===== config.mk =====
export PLATFORM = sky130hd
export DESIGN_NAME = vga_timing_gen
export DESIGN_NICKNAME = d
export VERILOG_FILES = /design/src/rtl/vga_timing_gen.sv
export SDC_FILE = /design/constraint.sdc
export NUM_CORES = 1
export LEC_CHECK = 0
export ABC_AREA = 1
export CAP_MARGIN = 20
export CORE_MARGIN = 4
export CORE_UTILIZATION = 49
export CTS_CLUSTER_DIAMETER = 200
export DETAILED_ROUTE_END_ITERATION = 6
export GPL_ROUTABILITY_DRIVEN = 0
export PLACE_DENSITY = 0.79
export SYNTH_ARGS = -nofsm -noshare
export SYNTH_HDL_FRONTEND = slang
export SYNTH_SLANG_ARGS = --single-unit

===== constraint.sdc =====
create_clock -name clk -period 2 [get_ports clk]
set_input_delay 0.3 -clock clk [delete_from_list [all_inputs] [get_ports clk]]
set_output_delay 0.3 -clock clk [all_outputs]
set_load 0.02 [all_outputs]

===== src/rtl/vga_timing_gen.sv =====
// Raster timing generator: hsync/vsync/de, pixel coordinates, line/frame strobes
// and a free-running frame counter. The sync/de decode runs on the next-state
// counter values so every registered output describes the registered xpos/ypos.
module vga_timing_gen #(
  parameter int unsigned H_VIS  = 640,
  parameter int unsigned H_FP   = 16,
  parameter int unsigned H_SYNC = 96,
  parameter int unsigned H_BP   = 48,
  parameter int unsigned V_VIS  = 480,
  parameter int unsigned V_FP   = 10,
  parameter int unsigned V_SYNC = 2,
  parameter int unsigned V_BP   = 33,
  parameter bit          HS_ACT = 1'b0,
  parameter bit          VS_ACT = 1'b0,
  parameter int unsigned CW     = 10
) (
  input  logic          clk,
  input  logic          rst_n,
  input  logic          en,
  output logic          hsync,
  output logic          vsync,
  output logic          de,
  output logic [CW-1:0] xpos,
  output logic [CW-1:0] ypos,
  output logic          line_start,
  output logic          frame_start,
  output logic [7:0]    frame_cnt
);

  localparam int unsigned H_TOTAL  = H_VIS + H_FP + H_SYNC + H_BP;
  localparam int unsigned V_TOTAL  = V_VIS + V_FP + V_SYNC + V_BP;
  localparam int unsigned HS_BEG   = H_VIS + H_FP;
  localparam int unsigned HS_END   = HS_BEG + H_SYNC;
  localparam int unsigned VS_BEG   = V_VIS + V_FP;
  localparam int unsigned VS_END   = VS_BEG + V_SYNC;

  localparam logic [CW-1:0] X_LAST   = CW'(H_TOTAL - 1);
  localparam logic [CW-1:0] Y_LAST   = CW'(V_TOTAL - 1);
  localparam logic [CW-1:0] X_VIS    = CW'(H_VIS);
  localparam logic [CW-1:0] Y_VIS    = CW'(V_VIS);
  localparam logic [CW-1:0] X_HS_BEG = CW'(HS_BEG);
  localparam logic [CW-1:0] X_HS_END = CW'(HS_END);
  localparam logic [CW-1:0] Y_VS_BEG = CW'(VS_BEG);
  localparam logic [CW-1:0] Y_VS_END = CW'(VS_END);

  logic [CW-1:0] x_nxt;
  logic [CW-1:0] y_nxt;
  logic          x_wrap;
  logic          hs_nxt;
  logic          vs_nxt;
  logic          de_nxt;
  logic          ls_nxt;
  logic          fs_nxt;

  // Next raster position: x wraps at end of line, y advances (and wraps) on x wrap
  always_comb begin
    x_nxt  = xpos + CW'(1);
    y_nxt  = ypos;
    x_wrap = (xpos == X_LAST);
    if (x_wrap) begin
      x_nxt = '0;
      if (ypos == Y_LAST) begin
        y_nxt = '0;
      end else begin
        y_nxt = ypos + CW'(1);
      end
    end
  end

  // Decode of the next position, registered alongside the counters
  always_comb begin
    de_nxt = (x_nxt < X_VIS) && (y_nxt < Y_VIS);
    hs_nxt = ~HS_ACT;
    vs_nxt = ~VS_ACT;
    if ((x_nxt >= X_HS_BEG) && (x_nxt < X_HS_END)) begin
      hs_nxt = HS_ACT;
    end
    if ((y_nxt >= Y_VS_BEG) && (y_nxt < Y_VS_END)) begin
      vs_nxt = VS_ACT;
    end
    ls_nxt = (x_nxt == '0);
    fs_nxt = (x_nxt == '0) && (y_nxt == '0);
  end

  // Raster state; reset parks on the last pixel so the first enabled edge hits (0,0)
  always_ff @(posedge clk or negedge rst_n) begin
    if (!rst_n) begin
      xpos        <= X_LAST;
      ypos        <= Y_LAST;
      hsync       <= ~HS_ACT;
      vsync       <= ~VS_ACT;
      de          <= 1'b0;
      line_start  <= 1'b0;
      frame_start <= 1'b0;
      frame_cnt   <= 8'd0;
    end else if (en) begin
      xpos        <= x_nxt;
      ypos        <= y_nxt;
      hsync       <= hs_nxt;
      vsync       <= vs_nxt;
      de          <= de_nxt;
      line_start  <= ls_nxt;
      frame_start <= fs_nxt;
      if (fs_nxt) begin
        frame_cnt <= frame_cnt + 8'd1;
      end
    end else begin
      line_start  <= 1'b0;
      frame_start <= 1'b0;
    end
  end

endmodule


==> results.yml <==
# flow metrics
outcome:
  status: "finished with violations"
  failed_checks: "setup timing"
clock_network:
  cts_hold_buf: 0
  clock_sinks: 33
  clockBufferDepth: 2
  numCtsBuffers: 5
  cts_tree: "done"
floorplanning:
  rows: 25
  taps: 67
  boundaryPins: 36
  chip_area_um2: 6170
critical_path:
  path_class: "flop to flop"
  cp_common_cell: "nor2_4"
  cp_slowest_stage_delay_ns: 0.55
  crit_slowest_cell: "dfstp_2"
  cp.required_ns: 2.18
  cp-startpoint: "xpos[1]"
synth:
  postSynth.asyncResetShare_pct: 100
  xor_area_share_pct: 2.52
  syn_nets: 365
  synthTopCellsByArea: "dfrtp_1 22%, nand2_1 20%, dfstp_2 13%, nand3_1 5.5%, inv_1 5.2%"
  syn_area_um2: 2440
  ys_sh_mux_pct: 0
  edf_count: 0
  top_cell: "nand2_1"
  syn_inst: 357
sta:
  setup_viol: 10
  worst_pin_slew_ns: 0.448
  setup_ws_ns: -0.0440
  rsz0062_at_grt: "yes"
  skew_ns: 0.00821
  fin_tns_setup_ns: -0.321
  period_minus_slack_ns: 2.04
run:
  warning_count: 31
finish:
  clock_area_share_pct: 2.37
  fin_util_pct: 72.7
  mostFrequentLayoutCell: "nand2_1"
  seq-cell-share_pct: 24.2
  most-common-layout-cells: "118 x nand2_1, 43 x buf_4, 33 x clkdlybuf4s50_1"
placed_design:
  place_hpwl_um: 4820
global_route:
  antenna_found_initial: 0
  grt_pass1_vias: 2441
worst_hold_path:
  hold_class: "primary input to async pin"
detailed_routing:
  drtIter0Drc: 245
  route.detailed.drc: 0
  drt_first_pass_iters: 4
routing by layer:
| layer | GRT usage (%) | vias up | share of wire [%] |
|---|---|---|---|
| met4 | 5.94 | 0 | 1.0 |
| met3 | 4.82 | 8 | 4.9 |
| met5 | 0 | - | 0 |
| met1 | 31.8 | 1262 | 46 |
| li1 | - | 1308 | - |
| met2 | 37.7 | 86 | 49 |
power breakdown:
group	switching [uW]	internal, uW
clock network	262	241
logic	883	622
registers	159	812
final timing paths:
check	to	slack, ns	depth (start not counted)
hold / removal	frame_cnt[2]	0.43	2
min in group clk	de	0.49	2
max in group asynchronous	xpos[0]	1.21	2
hold reg to reg	de	0.49	2
setup / recovery	frame_cnt[0]	-0.04	12
setup reg to reg	frame_cnt[0]	-0.04	12
Routing congestion:
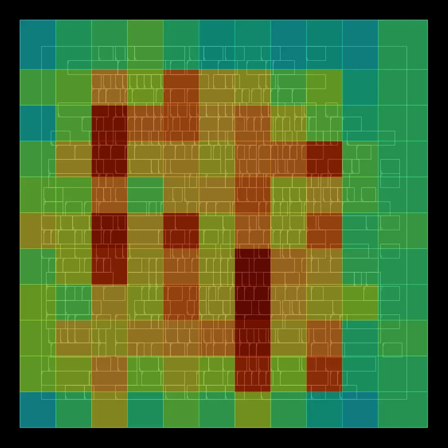
wire length per cell: 13.6 um
met2 Use GR: 37.7%
Global Route Usage Sum: 23.3%

Wiring by layer:
Two of the layers only.
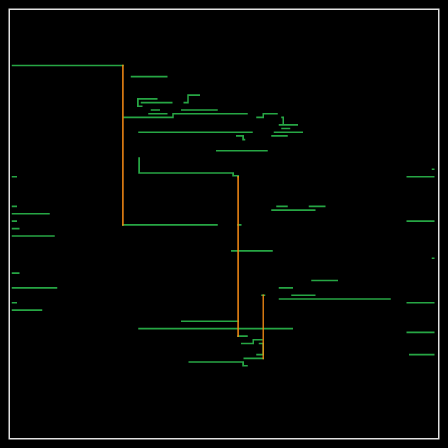
green -> metal 3  # wire length 337 um
orange -> metal 4  # wire length 70.0 um
Vias: 2664
drt total wl: 6880 um

Where the registers sit:
Scale bar: 20 um. Other sequential cells in the stronger grey, the rest of the logic in the fainter grey.
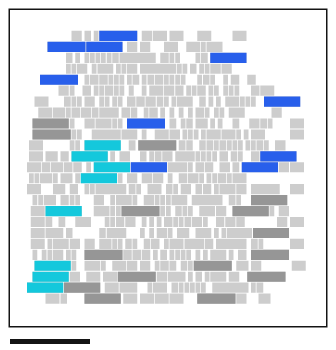
cyan -> `frame_cnt`  # flops 8
blue -> `ypos`  # flops 10

Gate families picked out:
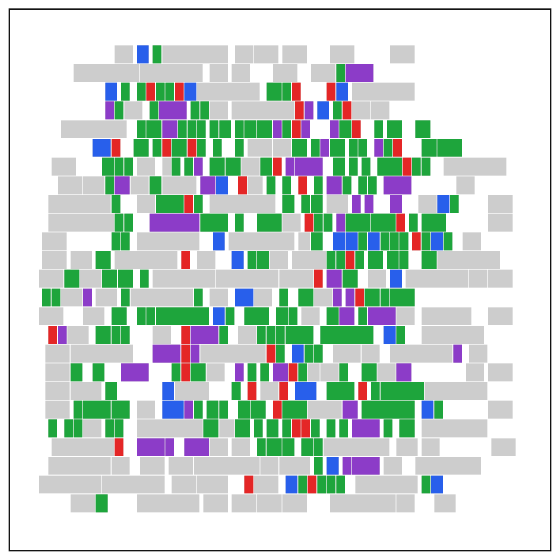
purple -> nor cells  # cells 45, most used nor2_1
green -> nand cells  # cells 190, most used nand2_1
red -> inv cells  # cells 39, most used inv_1
blue -> aoi and oai cells  # cells 26, most used o21ai_0

Cells by drive strength:
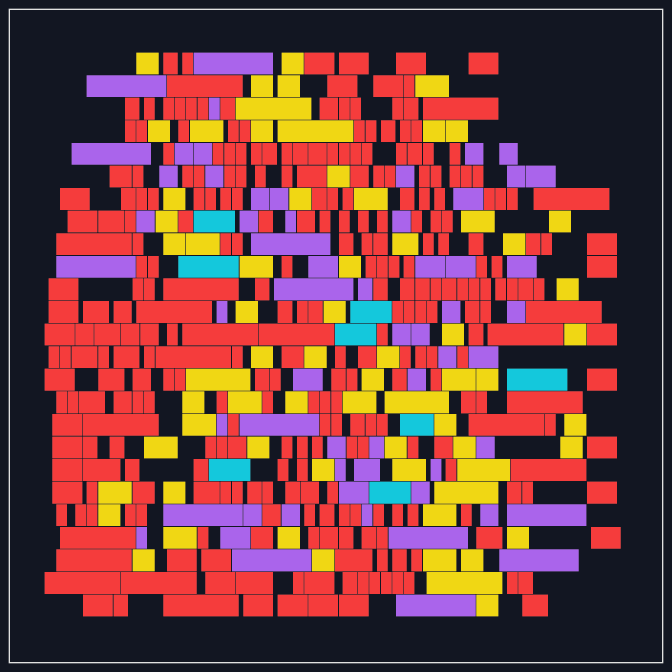
purple -> _2 cells  # cells 59, share 13%
red -> _0 and _1 cells  # cells 304, share 69%
yellow -> _3 and _4 cells  # cells 67, share 15%
cyan -> _6 and larger  # cells 8, share 1.8%
final instance area: 3480 um^2
Non-clock buffers: 80
fin worst setup slack: -0.0440 ns
Layout area overhead: 42.8%

Power is estimated from default activity; no workload was simulated.
